### config.mk
export PLATFORM = sky130hd
export DESIGN_NAME = stopwatch_ctrl
export DESIGN_NICKNAME = d
export VERILOG_FILES = /design/src/rtl/stopwatch_pkg.sv /design/src/rtl/btn_sync_edge.sv /design/src/rtl/stopwatch_ctrl.sv
export SDC_FILE = /design/constraint.sdc
export NUM_CORES = 1
export LEC_CHECK = 0
export CAP_MARGIN = 20
export CELL_PAD_IN_SITES_DETAIL_PLACEMENT = 0
export CELL_PAD_IN_SITES_GLOBAL_PLACEMENT = 1
export CORE_AREA = 5 5 106 133
export DETAILED_ROUTE_END_ITERATION = 16
export DIE_AREA = 0 0 111 138
export GPL_ROUTABILITY_DRIVEN = 0
export PLACE_DENSITY = 0.84
export REMOVE_ABC_BUFFERS = 1
export SLEW_MARGIN = 15
export SYNTH_ARGS = -nofsm -noshare
export SYNTH_HDL_FRONTEND = slang
export SYNTH_SLANG_ARGS = --single-unit
### constraint.sdc
create_clock -name clock_in -period 3.38 [get_ports clock_in]
set_input_delay 0.845 -clock clock_in [delete_from_list [all_inputs] [get_ports clock_in]]
set_output_delay 0.845 -clock clock_in [all_outputs]
set_load 0.02 [all_outputs]
### src/rtl/stopwatch_pkg.sv
`default_nettype none
// ============================================================================
// Module   : stopwatch_pkg
// Purpose  : Shared state encoding, BCD digit type and digit limits for the
//            stopwatch sequencing controller.
// Revision : 1.0 - initial release
// ============================================================================
package stopwatch_pkg;

    typedef enum logic [1:0] {
        IDLE  = 2'd0,
        RUN   = 2'd1,
        PAUSE = 2'd2
    } sw_state_t;

    typedef logic [3:0] bcd_t;

    localparam bcd_t HS_MAX       = 4'd9;
    localparam bcd_t TENS_SEC_MAX = 4'd5;
    localparam bcd_t TENS_MIN_MAX = 4'd5;

    // Treating anything at or above the limit as terminal keeps a digit BCD
    // even if it were ever disturbed into an illegal code.
    function automatic logic bcd_at_max(input bcd_t d, input bcd_t lim);
        return (d >= lim);
    endfunction

    function automatic bcd_t bcd_next(input bcd_t d, input bcd_t lim);
        return bcd_at_max(d, lim) ? 4'd0 : d + 4'd1;
    endfunction

endpackage
`default_nettype wire

### src/rtl/btn_sync_edge.sv
`default_nettype none
// ============================================================================
// Module   : btn_sync_edge
// Purpose  : Raw push-button conditioning: 2-flop synchronizer, rising-edge
//            detect and a post-event lockout that swallows contact bounce.
// Revision : 1.0 - initial release
// ============================================================================
module btn_sync_edge #(
    parameter int DEBOUNCE = 2_000_000
) (
    input  logic clock_in,
    input  logic reset,
    input  logic btn_raw,
    output logic btn_event
);

    localparam int c_lock_w = $clog2(DEBOUNCE + 1);
    localparam logic [c_lock_w-1:0] c_lock_load = c_lock_w'(DEBOUNCE);
    localparam logic [c_lock_w-1:0] c_lock_one  = c_lock_w'(1);

    logic [1:0]          r_sync;
    logic                r_prev;
    logic [c_lock_w-1:0] r_lockout;
    logic                w_rise;

    assign w_rise    = r_sync[1] & ~r_prev;
    assign btn_event = w_rise & (r_lockout == '0);

    always_ff @(posedge clock_in or posedge reset) begin
        if (reset) begin
            r_sync    <= 2'b00;
            r_prev    <= 1'b0;
            r_lockout <= '0;
        end else begin
            r_sync <= {r_sync[0], btn_raw};
            r_prev <= r_sync[1];
            if (btn_event) begin
                r_lockout <= c_lock_load;
            end else if (r_lockout != '0) begin
                r_lockout <= r_lockout - c_lock_one;
            end
        end
    end

endmodule
`default_nettype wire

### src/rtl/stopwatch_ctrl.sv
`default_nettype none
// ============================================================================
// Module   : stopwatch_ctrl
// Purpose  : IDLE/RUN/PAUSE sequencer with hundredth-second prescaler and a
//            six-digit BCD MM:SS.hh cascade; drives the display divider enable.
// Revision : 1.0 - initial release
// ============================================================================
module stopwatch_ctrl
    import stopwatch_pkg::*;
#(
    parameter int TICK_DIV = 1_000_000,
    parameter int DEBOUNCE = 2_000_000
) (
    input  logic       clock_in,
    input  logic       reset,
    input  logic       start_stop,
    input  logic       clear,
    output logic       running,
    output logic       div_enable,
    output logic       tick,
    output logic [3:0] hs_ones,
    output logic [3:0] hs_tens,
    output logic [3:0] sec_ones,
    output logic [3:0] sec_tens,
    output logic [3:0] min_ones,
    output logic [3:0] min_tens,
    output logic       overflow
);

    localparam int c_pre_w = $clog2(TICK_DIV);
    localparam logic [c_pre_w-1:0] c_pre_last = c_pre_w'(TICK_DIV - 1);
    localparam logic [c_pre_w-1:0] c_pre_one  = c_pre_w'(1);

    sw_state_t          r_state;
    sw_state_t          w_state_next;
    logic               w_clear_all;
    logic               w_ss_event;
    logic               w_clr_event;
    logic [c_pre_w-1:0] r_prescale;
    logic               w_wrap;
    logic               r_tick;
    logic               r_running;
    logic               r_overflow;
    bcd_t               r_hs_ones, r_hs_tens, r_sec_ones, r_sec_tens, r_min_ones, r_min_tens;
    logic               w_c_hs_tens, w_c_sec_ones, w_c_sec_tens, w_c_min_ones, w_c_min_tens, w_c_all;

    btn_sync_edge #(.DEBOUNCE(DEBOUNCE)) u_btn_start_stop (
        .clock_in  (clock_in),
        .reset     (reset),
        .btn_raw   (start_stop),
        .btn_event (w_ss_event)
    );

    btn_sync_edge #(.DEBOUNCE(DEBOUNCE)) u_btn_clear (
        .clock_in  (clock_in),
        .reset     (reset),
        .btn_raw   (clear),
        .btn_event (w_clr_event)
    );

    always_ff @(posedge clock_in or posedge reset) begin
        if (reset) begin
            r_state   <= IDLE;
            r_running <= 1'b0;
        end else begin
            r_state   <= w_state_next;
            r_running <= (w_state_next == RUN);
        end
    end

    // Clear beats start_stop outside RUN; inside RUN only start_stop matters.
    always_comb begin
        w_state_next = r_state;
        w_clear_all  = 1'b0;
        case (r_state)
            IDLE: begin
                if (!w_clr_event && w_ss_event) w_state_next = RUN;
            end
            RUN: begin
                if (w_ss_event) w_state_next = PAUSE;
            end
            PAUSE: begin
                if (w_clr_event) begin
                    w_state_next = IDLE;
                    w_clear_all  = 1'b1;
                end else if (w_ss_event) begin
                    w_state_next = RUN;
                end
            end
            default: w_state_next = IDLE;
        endcase
    end

    assign w_wrap = (r_state == RUN) && (r_prescale == c_pre_last);

    always_ff @(posedge clock_in or posedge reset) begin
        if (reset) begin
            r_prescale <= '0;
            r_tick     <= 1'b0;
        end else begin
            r_tick <= w_wrap;
            if (w_clear_all || (r_state == IDLE)) begin
                r_prescale <= '0;
            end else if (r_state == RUN) begin
                r_prescale <= w_wrap ? '0 : r_prescale + c_pre_one;
            end
        end
    end

    assign w_c_hs_tens  = bcd_at_max(r_hs_ones, HS_MAX);
    assign w_c_sec_ones = w_c_hs_tens  && bcd_at_max(r_hs_tens, HS_MAX);
    assign w_c_sec_tens = w_c_sec_ones && bcd_at_max(r_sec_ones, HS_MAX);
    assign w_c_min_ones = w_c_sec_tens && bcd_at_max(r_sec_tens, TENS_SEC_MAX);
    assign w_c_min_tens = w_c_min_ones && bcd_at_max(r_min_ones, HS_MAX);
    assign w_c_all      = w_c_min_tens && bcd_at_max(r_min_tens, TENS_MIN_MAX);

    // Digits are only written on a tick or a clear, otherwise they hold.
    always_ff @(posedge clock_in or posedge reset) begin
        if (reset) begin
            r_hs_ones  <= 4'd0;
            r_hs_tens  <= 4'd0;
            r_sec_ones <= 4'd0;
            r_sec_tens <= 4'd0;
            r_min_ones <= 4'd0;
            r_min_tens <= 4'd0;
            r_overflow <= 1'b0;
        end else if (w_clear_all) begin
            r_hs_ones  <= 4'd0;
            r_hs_tens  <= 4'd0;
            r_sec_ones <= 4'd0;
            r_sec_tens <= 4'd0;
            r_min_ones <= 4'd0;
            r_min_tens <= 4'd0;
            r_overflow <= 1'b0;
        end else if (w_wrap) begin
            r_hs_ones <= bcd_next(r_hs_ones, HS_MAX);
            if (w_c_hs_tens)  r_hs_tens  <= bcd_next(r_hs_tens, HS_MAX);
            if (w_c_sec_ones) r_sec_ones <= bcd_next(r_sec_ones, HS_MAX);
            if (w_c_sec_tens) r_sec_tens <= bcd_next(r_sec_tens, TENS_SEC_MAX);
            if (w_c_min_ones) r_min_ones <= bcd_next(r_min_ones, HS_MAX);
            if (w_c_min_tens) r_min_tens <= bcd_next(r_min_tens, TENS_MIN_MAX);
            if (w_c_all)      r_overflow <= 1'b1;
        end
    end

    assign running    = r_running;
    assign div_enable = r_running;
    assign tick       = r_tick;
    assign hs_ones    = r_hs_ones;
    assign hs_tens    = r_hs_tens;
    assign sec_ones   = r_sec_ones;
    assign sec_tens   = r_sec_tens;
    assign min_ones   = r_min_ones;
    assign min_tens   = r_min_tens;
    assign overflow   = r_overflow;

endmodule
`default_nettype wire

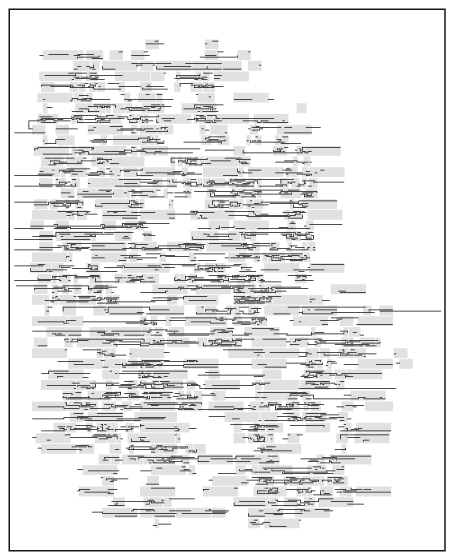
**Above:** run 1 (metal 1).
nets with wire on the layer: 547
longest straight run: 24.8 um
main direction: horizontal
share of all routed wire: 44%
wire length on this layer: 5140 um
GR Util met1: 0.193
detailed-route via count: 4246

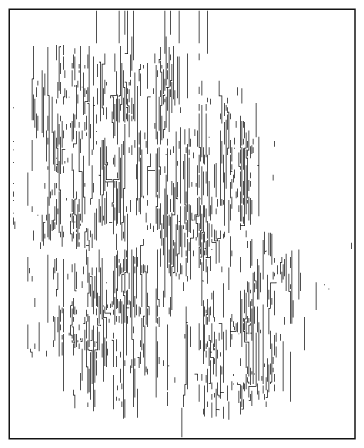
**Above:** run 1 (the metal 2 layer).
longest straight run: 36.7 um
share of all routed wire: 50%
wire length on this layer: 5750 um
main direction: vertical
Routed WL: 11600 um
met2 Use GR: 0.264

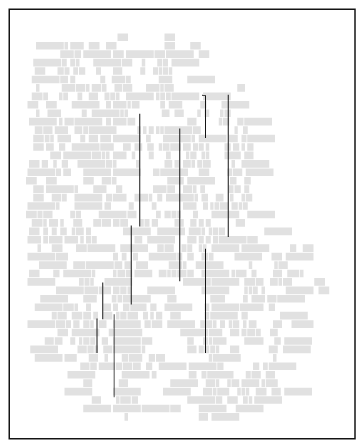
**Above:** run 1 (metal 4).
wire length on this layer: 253 um
share of all routed wire: 2.2%
nets with wire on the layer: 6
longest straight run: 49.0 um
main direction: vertical

==> run 1: through the flow <==
step           hold slack, ns  setup slack, ns
2_1_floorplan           0.331           -0.167
6_report                0.350            0.919
4_1_cts                 0.350            0.930
5_1_grt                 0.365            0.728
3_3_place_gp            0.342             1.02
3_5_place_dp            0.340            0.938
==> run 1: worst paths after layout <==
check	start	endpoint	slack, ns	depth (start not counted)
worst max-delay path	u_btn_clear.r_lockout[0]	r_prescale[9]	0.92	7
worst min-delay path	u_btn_start_stop.r_sync[0]	u_btn_start_stop.r_sync[1]	0.35	0
worst max register to register	u_btn_clear.r_lockout[0]	r_prescale[9]	0.92	7
worst min register to register	u_btn_start_stop.r_sync[0]	u_btn_start_stop.r_sync[1]	0.35	0
max in group asynchronous	reset	hs_ones[3]	1.82	3
min in group asynchronous	reset	r_prescale[3]	0.91	2
==> run 1: cell type report <==
class / count / share of cell area
Multi-Input combinational cell: 401 / 0.445
Sequential cell: 97 / 0.393
Timing Repair Buffer: 38 / 0.0607
Clock buffer: 10 / 0.0387
Tap cell: 168 / 0.0340
Inverter: 27 / 0.0168
Clock inverter: 6 / 0.0117
==> run 1: power groups by stage <==
stage	Combinational [mW]	Clock [mW]	Sequential [mW]
floorplan	0.169	0	1.39
global placement	0.209	0	1.42
detailed placement	0.214	0	1.42
CTS	0.217	1.10	1.40
global route	0.239	1.14	1.42
finish	0.212	1.07	1.40
==> run 1: worst max-delay path, cell delays in order, from the launching register on <==
cell and delay [ns]:
dfrtp_1 0.40, inv_1 0.09, ha_1 0.16, nor4b_1 0.25, nand4_1 0.47, o41a_1 0.62, a21o_1 0.20, a21o_1 0.16
==> results.yml, run 1 <==
# synthesis and place-and-route metrics
synthesis:
  area_leaders: "dfrtp_1 46%, ha_1 5.4%, mux2i_1 3.2%"
  yosysWarnings: 0
  synth-simple-area-share: 0.253
  avgSynthCellArea_um2: 9.88
  synthDistinctLibCells: 67
  ys_cells: 540
  yosys.area.top_type: "dfrtp_1"
  top_cells_by_count: "97 x dfrtp_1, 38 x nor2_1, 37 x nand2_1"
  yosys-stat-area_um2: 5330
  yosys.area_share.aoi: 0.137
  logic_family: "simple AND/OR/NAND/NOR gates"
  synthArstFlopShare: 1.00
  edf_count: 0
  syn_area_um2: 5330
cells_and_area:
  stdcell_area_um2: 6180
  lay_top_count: "dfrtp_1"
  nNetsFinal: 601
  insertedDiodeCount: 0
  layout-drive-gt1-share: 0.0984
  utilization: 0.490
routing:
  highest_layer: "met4"
  dr_wl_met2_um: 5750
  wl_met1_um: 5140
  detail-route-antenna-nets: 0
  wl_per_cell_um: 15.5
power_and_ir_drop:
  clkPwrFrac: 0.399
  p_per_area_nw_per_um2: 434
  intPower_mw: 1.97
  p_seq_frac: 0.522
grt:
  gr-usage-met3: 0.0297
  grt-busiest-layer: "met2"
  grt_pass1_vias: 4254
  grt_max_degree: 42
  grt_first_pass_wirelength_um: 20000
  antenna_found_initial: 0
  overflow: 0
clock_tree:
  root_buffer: "clkbuf_16"
  numCtsBuffers: 9
  clk_pin_slew_ns: 0.07
  cts.path.max_buffers: 2
hold_path:
  hold_class: "reg -> reg"
floorplanning:
  design.portCount: 32
  fp.dieH_um: 138
  dieArea_um2: 15300
sta:
  finalMaxSlewViolations: 0
  finalHoldViolations: 0
  period_used_share: 0.728
  rsz0062_at_grt: "no"
  layout_min_cycle_time_ns: 2.46
  setup_tns_ns: 0
worst_setup_path:
  startpoint_type: "flop"
  crit_arrival_ns: 2.71
  crit_type: "reg -> reg"
placed_design:
  io_buffers: 31
  placedCellCount: 731
run_status:
  outcome: "finished, final reports clean"
--- run 2 (diff from run 1) ---
==> constraint.sdc (replaced) <==
create_clock -name clock_in -period 2 [get_ports clock_in]
set_input_delay 0.5 -clock clock_in [delete_from_list [all_inputs] [get_ports clock_in]]
set_output_delay 0.5 -clock clock_in [all_outputs]
set_load 0.02 [all_outputs]
==> run 2 against run 1 <==
  * The run now ends with setup timing left
  * Total power grew 75%
  * Critical path depth is 1 higher
  * Sequential power is 66% higher
  * Die area stayed put
  * Sequential cell count stayed put
  * Critical endpoint is now r_prescale[1]
  * Largest power group unchanged
==> results.yml, run 2 <==
# synthesis and place-and-route metrics
sta:
  layout_min_cycle_time_ns: 2.17
  setup_viol: 55
  rsz0062_at_grt: "yes"
  fin_hold_ws_ns: 0.356
  finalMaxSlewViolations: 0
  setup_tns_ns: -4.23
  period_used_share: 1.08
  finalWorstSetupSlack_ns: -0.165
cells_and_area:
  nNetsFinal: 724
  layout-drive-gt1-share: 0.344
power_and_ir_drop:
  p_per_area_nw_per_um2: 616
  intPower_mw: 3.37
  clock_power_mw: 1.61
  pg_seq_mw: 2.33
  clkPwrFrac: 0.343
  maxPowerGroup: "sequential cells"
  p_seq_frac: 0.496
grt:
  grt_max_degree: 41
  grt_first_pass_wirelength_um: 22200
synthesis:
  avgSynthCellArea_um2: 9.88
  yosysWarnings: 0
  area_leaders: "dfrtp_1 46%, ha_1 5.4%, mux2i_1 3.2%"
  yosys-stat-area_um2: 5330
  syn_area_um2: 5330
  top_cells_by_count: "97 x dfrtp_1, 38 x nor2_1, 37 x nand2_1"
worst_setup_path:
  worstPathCellList: "inv_2, ha_4, nor4b_4, nand4_1, buf_4, o41a_1, buf_4, a22o_1"
  crit_arrival_ns: 2.40
  crit_top_cell: "buf_4"
  crit_type: "reg -> reg"
  critical_path_depth: 8
clock_tree:
  root_buffer: "clkbuf_16"
  cts.path.max_buffers: 2
floorplanning:
  dieArea_um2: 15300
  design.portCount: 32
  fp.dieH_um: 138
placed_design:
  placedCellCount: 819
  place_ws_ns: -0.155
  io_buffers: 31
run_status:
  violations: "setup timing"
  outcome: "finished, violations left"
routing:
  finalWirelength_um: 14100
  wl_per_cell_um: 16.2
==> run 2: cell types whose count changed in the layout (fill, tap and decap cells not counted), moves of 5 or more <==
cell,change
buf_4,+101
nor2_2,+5
nor2_1,-8
o21ai_2,+6
buf_6,+14
nor4_1,-5
nand2_1,-5
==> run 2: worst min-delay path by stage <==
stage / startpoint / end / depth (start not counted)
final: u_btn_clear.r_sync[0] / u_btn_clear.r_sync[1] / 0
after detailed placement: u_btn_clear.r_sync[0] / u_btn_clear.r_sync[1] / 0
after global placement: u_btn_clear.r_sync[0] / u_btn_clear.r_sync[1] / 0
after global routing: u_btn_clear.r_sync[0] / u_btn_clear.r_sync[1] / 0
after floorplan: u_btn_clear.r_sync[0] / u_btn_clear.r_sync[1] / 0
after CTS: u_btn_clear.r_sync[0] / u_btn_clear.r_sync[1] / 0
==> run 2: timing repair <==
item,CTS,global route
hold buffers,0,0
hold endpoints to repair,0,0
buffers inserted,7,24
pin swaps,11,40
gates resized,31,90
setup endpoints to repair,48,82
gates cloned,2,3
==> run 2: cell families after synthesis <==
group,synth area share
multiplexers,0.0361
AND/OR/NAND/NOR,0.253
adder cells (fa/ha/maj),0.0540
flip-flops,0.455
XOR/XNOR,0.0328
AND-OR/OR-AND,0.137
buffers and inverters,0.0324
==> run 2: cell type report <==
cell class                 count  area [um^2]
inverter                      27          104
clock buffer                   9          225
tap                          168          210
timing repair buffer         161         1440
fill                         989         4980
multi-input combinational    401         3180
sequential                    97         2430
clock inverter                 6         43.8
==> run 2: layer usage <==
| layer | wire length [um] | GRT usage | vias up |
|---|---|---|---|
| li1 | - | - | 2307 |
| met1 | 6010 | 0.208 | 2428 |
| met2 | 7330 | 0.297 | 97 |
| met3 | 448 | 0.0288 | 25 |
| met4 | 316 | 0.0597 | 0 |
| met5 | 0 | 0 | - |
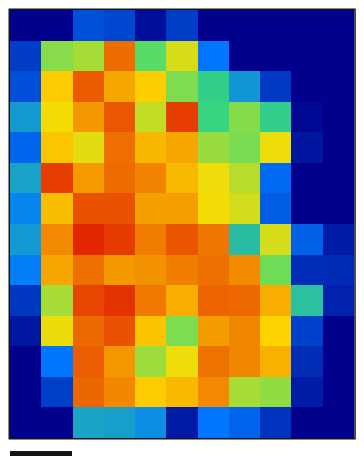
**Above:** run 2 (cell density map).
The bar under the picture is 20 um long. The die is cut into 11 by 14 equal tiles; dark blue is low, red is high, 0 to 100% covered.
nearly empty tiles: 19%
densest ninth of the die: centre
emptiest ninth of the die: north-east

Power and IR drop assume default switching activity.
